==> config.mk <==
export PLATFORM = sky130hd
export DESIGN_NAME = fifo_arbiter
export DESIGN_NICKNAME = d
export VERILOG_FILES = /design/src/rtl/fifo_arb_pkg.sv /design/src/rtl/rr_arbiter.sv /design/src/rtl/fifo_arbiter.sv
export SDC_FILE = /design/constraint.sdc
export NUM_CORES = 1
export LEC_CHECK = 0
export ABC_CLOCK_PERIOD_IN_PS = 1700
export CORE_MARGIN = 3
export CORE_UTILIZATION = 32
export CTS_CLUSTER_DIAMETER = 120
export DETAILED_ROUTE_END_ITERATION = 8
export PLACE_DENSITY = 0.83
export RECOVER_POWER = 100
export SLEW_MARGIN = 20
export SYNTH_ARGS = -nofsm -noshare
export SYNTH_HDL_FRONTEND = slang
export SYNTH_HIERARCHICAL = 1
export SYNTH_SLANG_ARGS = --single-unit
==> constraint.sdc <==
create_clock -name clock -period 1.7 [get_ports clock]
set_input_delay 0.255 -clock clock [delete_from_list [all_inputs] [get_ports clock]]
set_output_delay 0.255 -clock clock [all_outputs]
set_load 0.02 [all_outputs]
==> src/rtl/fifo_arb_pkg.sv <==
// Shared types and defaults for the requester-to-FIFO arbiter and its pop-side FSM.
// Pure declarations: no logic, no latency, no backpressure of its own.
package fifo_arb_pkg;

  typedef enum logic [1:0] {
    P_IDLE = 2'd0,
    P_WAIT = 2'd1,
    P_HOLD = 2'd2
  } pop_state_t;

  localparam int DEF_WIDTH     = 8;
  localparam int DEF_N_REQ     = 2;
  localparam int DEF_BURST_MAX = 4;

endpackage

==> src/rtl/rr_arbiter.sv <==
// Combinational round-robin pick: first active request at or above ptr, wrapping modulo N_REQ.
// Zero latency; no backpressure -- grant_vld is low when no request is active.
module rr_arbiter #(
  parameter int N_REQ = 2
) (
  input  logic [N_REQ-1:0]         req,
  input  logic [$clog2(N_REQ)-1:0] ptr,
  output logic [N_REQ-1:0]         grant,
  output logic [$clog2(N_REQ)-1:0] grant_idx,
  output logic                     grant_vld
);

  localparam int PTR_W = $clog2(N_REQ);
  localparam logic [PTR_W:0] N_EXT = (PTR_W+1)'(N_REQ);

  logic [2*N_REQ-1:0] req_dbl;
  logic [N_REQ-1:0]   req_rot;
  logic [PTR_W-1:0]   off;
  logic [PTR_W:0]     sum;

  // Rotating through a doubled vector puts the pointer's requester at bit 0.
  assign req_dbl = {req, req};
  assign req_rot = req_dbl[ptr +: N_REQ];

  always_comb begin
    off       = '0;
    grant_vld = 1'b0;
    for (int i = N_REQ - 1; i >= 0; i--) begin
      if (req_rot[i]) begin
        off       = PTR_W'(i);
        grant_vld = 1'b1;
      end
    end
  end

  assign sum       = {1'b0, ptr} + {1'b0, off};
  assign grant_idx = (sum >= N_EXT) ? PTR_W'(sum - N_EXT) : sum[PTR_W-1:0];
  assign grant     = grant_vld ? (N_REQ'(1) << grant_idx) : '0;

endmodule

==> src/rtl/fifo_arbiter.sv <==
// Round-robin merge of N_REQ requesters into a FIFO (push side combinational), plus a pop FSM feeding tx (pop->tx_valid 2 cycles, one word per 3 cycles).
// Backpressure: fifo_full drops every req_ready; tx_valid/tx_data hold until tx_ready. Define FIFO_ARB_BURST_EN for up to BURST_MAX back-to-back grants.
module fifo_arbiter
  import fifo_arb_pkg::*;
#(
  parameter int WIDTH     = DEF_WIDTH,
  parameter int N_REQ     = DEF_N_REQ,
  parameter int BURST_MAX = DEF_BURST_MAX
) (
  input  logic                     clock,
  input  logic                     reset,
  input  logic [N_REQ-1:0]         req_valid,
  input  logic [N_REQ*WIDTH-1:0]   req_data,
  output logic [N_REQ-1:0]         req_ready,
  input  logic                     fifo_full,
  input  logic                     fifo_empty,
  output logic                     fifo_push,
  output logic [WIDTH-1:0]         fifo_push_data,
  output logic                     fifo_pop,
  input  logic [WIDTH-1:0]         fifo_pop_data,
  input  logic                     tx_ready,
  output logic                     tx_valid,
  output logic [WIDTH-1:0]         tx_data,
  output logic [$clog2(N_REQ)-1:0] grant_id
);

  localparam int PTR_W = $clog2(N_REQ);

  logic [PTR_W-1:0] ptr_q, ptr_d, win_idx, win_inc;
  logic [N_REQ-1:0] win_onehot;
  logic             win_vld;
  logic             xfer;

  rr_arbiter #(.N_REQ(N_REQ)) u_rr (
    .req       (req_valid),
    .ptr       (ptr_q),
    .grant     (win_onehot),
    .grant_idx (win_idx),
    .grant_vld (win_vld)
  );

  assign grant_id  = ptr_q;
  assign xfer      = win_vld && !fifo_full && !reset;
  assign req_ready = xfer ? win_onehot : '0;
  assign fifo_push = xfer;
  assign win_inc   = (win_idx == PTR_W'(N_REQ - 1)) ? '0 : win_idx + PTR_W'(1);

  always_comb begin
    fifo_push_data = '0;
    for (int k = 0; k < N_REQ; k++) begin
      if (win_onehot[k]) fifo_push_data = req_data[k*WIDTH +: WIDTH];
    end
  end

`ifdef FIFO_ARB_BURST_EN
  localparam int CNT_W = $clog2(BURST_MAX + 1);

  logic [CNT_W-1:0] burst_q, burst_d, burst_base;

  // A grant to someone other than the pointer starts a fresh burst on that requester.
  always_comb begin
    ptr_d      = ptr_q;
    burst_d    = burst_q;
    burst_base = (win_idx == ptr_q) ? burst_q : '0;
    if (xfer) begin
      if (burst_base < CNT_W'(BURST_MAX - 1)) begin
        ptr_d   = win_idx;
        burst_d = burst_base + CNT_W'(1);
      end else begin
        ptr_d   = win_inc;
        burst_d = '0;
      end
    end
  end

  always_ff @(posedge clock) begin
    if (reset) burst_q <= '0;
    else       burst_q <= burst_d;
  end
`else
  logic burst_cfg_unused;
  assign burst_cfg_unused = (BURST_MAX > 0);

  always_comb begin
    ptr_d = ptr_q;
    if (xfer) ptr_d = win_inc;
  end
`endif

  always_ff @(posedge clock) begin
    if (reset) ptr_q <= '0;
    else       ptr_q <= ptr_d;
  end

  pop_state_t state_q, state_d;
  logic       load_tx, clr_tx;

  always_comb begin
    state_d  = state_q;
    fifo_pop = 1'b0;
    load_tx  = 1'b0;
    clr_tx   = 1'b0;
    case (state_q)
      P_IDLE: begin
        if (!fifo_empty && !reset) begin
          fifo_pop = 1'b1;
          state_d  = P_WAIT;
        end
      end
      P_WAIT: begin
        load_tx = 1'b1;
        state_d = P_HOLD;
      end
      P_HOLD: begin
        if (tx_ready) begin
          clr_tx  = 1'b1;
          state_d = P_IDLE;
        end
      end
      default: state_d = P_IDLE;
    endcase
  end

  // Reset drops any word in flight; it is never replayed.
  always_ff @(posedge clock) begin
    if (reset) begin
      state_q  <= P_IDLE;
      tx_valid <= 1'b0;
      tx_data  <= '0;
    end else begin
      state_q <= state_d;
      if (load_tx) begin
        tx_data  <= fifo_pop_data;
        tx_valid <= 1'b1;
      end else if (clr_tx) begin
        tx_valid <= 1'b0;
      end
    end
  end

endmodule
==> images/ff_map.png <==
(8 px per micron) Other sequential cells in the stronger gray, the rest of the logic in the fainter gray.
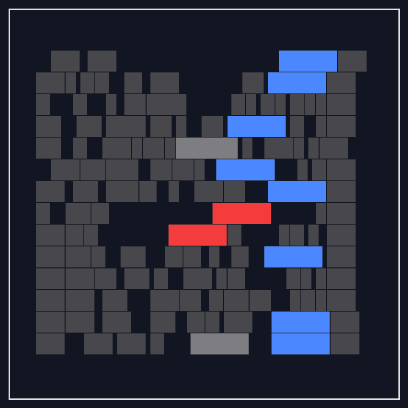
| color | netlist name | sequential cells |
|---|---|---|
| blue | tx_data | 8 |
| red | state_q | 2 |

==> images/util_map.png <==
(8 px per micron) The die is cut into 10 by 10 equal tiles; black is low, pale yellow is high, 0 to 100% covered.
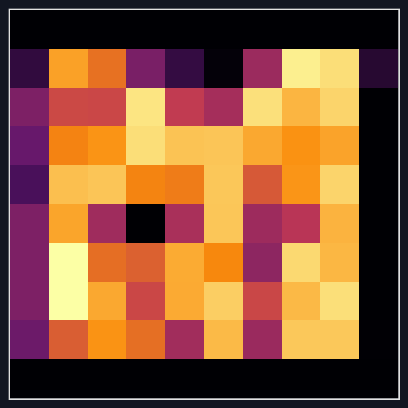
mean over tiles: 47%
densest ninth of the die: middle
tiles over 75% full: 36%
nearly empty tiles: 29%
fullest tile: 100%

==> images/floorplan.png <==
(8 px per micron) Pins as bars on the die edge.
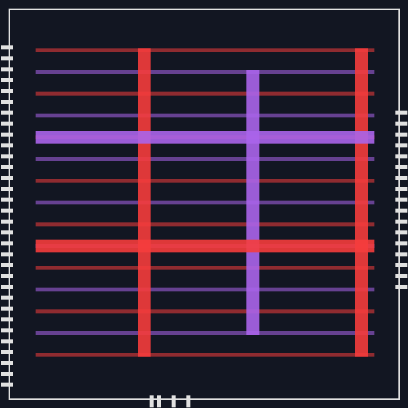
| color | net |
|---|---|
| red | VSS |
| purple | VDD |
signal pins: 53
met5 straps: 2

==> images/m2.png <==
(8 px per micron)
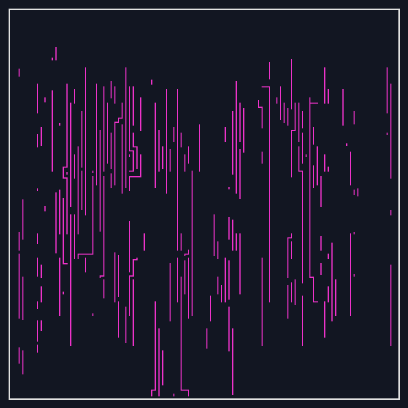
longest straight run: 26.9 microns
share of all routed wire: 46%
nets with wire on the layer: 141
wire length on this layer: 877 microns

==> qor.yml <==
grt_pass1_wl_mm: 3.22
placedInstanceArea_sq_um: 1170
wl_met2_microns: 876
route.met3.wl_microns: 272
largestClassByArea: "non-clock buffers"
clk_pin_slew_ps: 60
min_to: "tx_data[7]"
clock_buffers: 3
fa_ha_area_share_pct: 0
cp.required_ps: 1440
synth-xor-area-share_pct: 0
dp_cells: 154
hp-class: "flip-flop to flip-flop"
n_fill_cell: 146
dp_hpwl_mm: 1.63
synthesis.nets: 105
endpoint: "fifo_push"
max_slew_margin_pct: 66.0
nonClockBufferCount: 60
numCtsBuffers: 3
setup-violations-final: 0
p_int_uw: 518
hold_path_depth: 2
final_area_sq_um: 1140
largest_reg_flops: 8
maxSlewViolCount: 0
sh_comb_area_pct: 28.5
area_growth_pct: 97.6
status: "completed"
synthTopLogicFamily: "simple AND/OR/NAND/NOR gates"
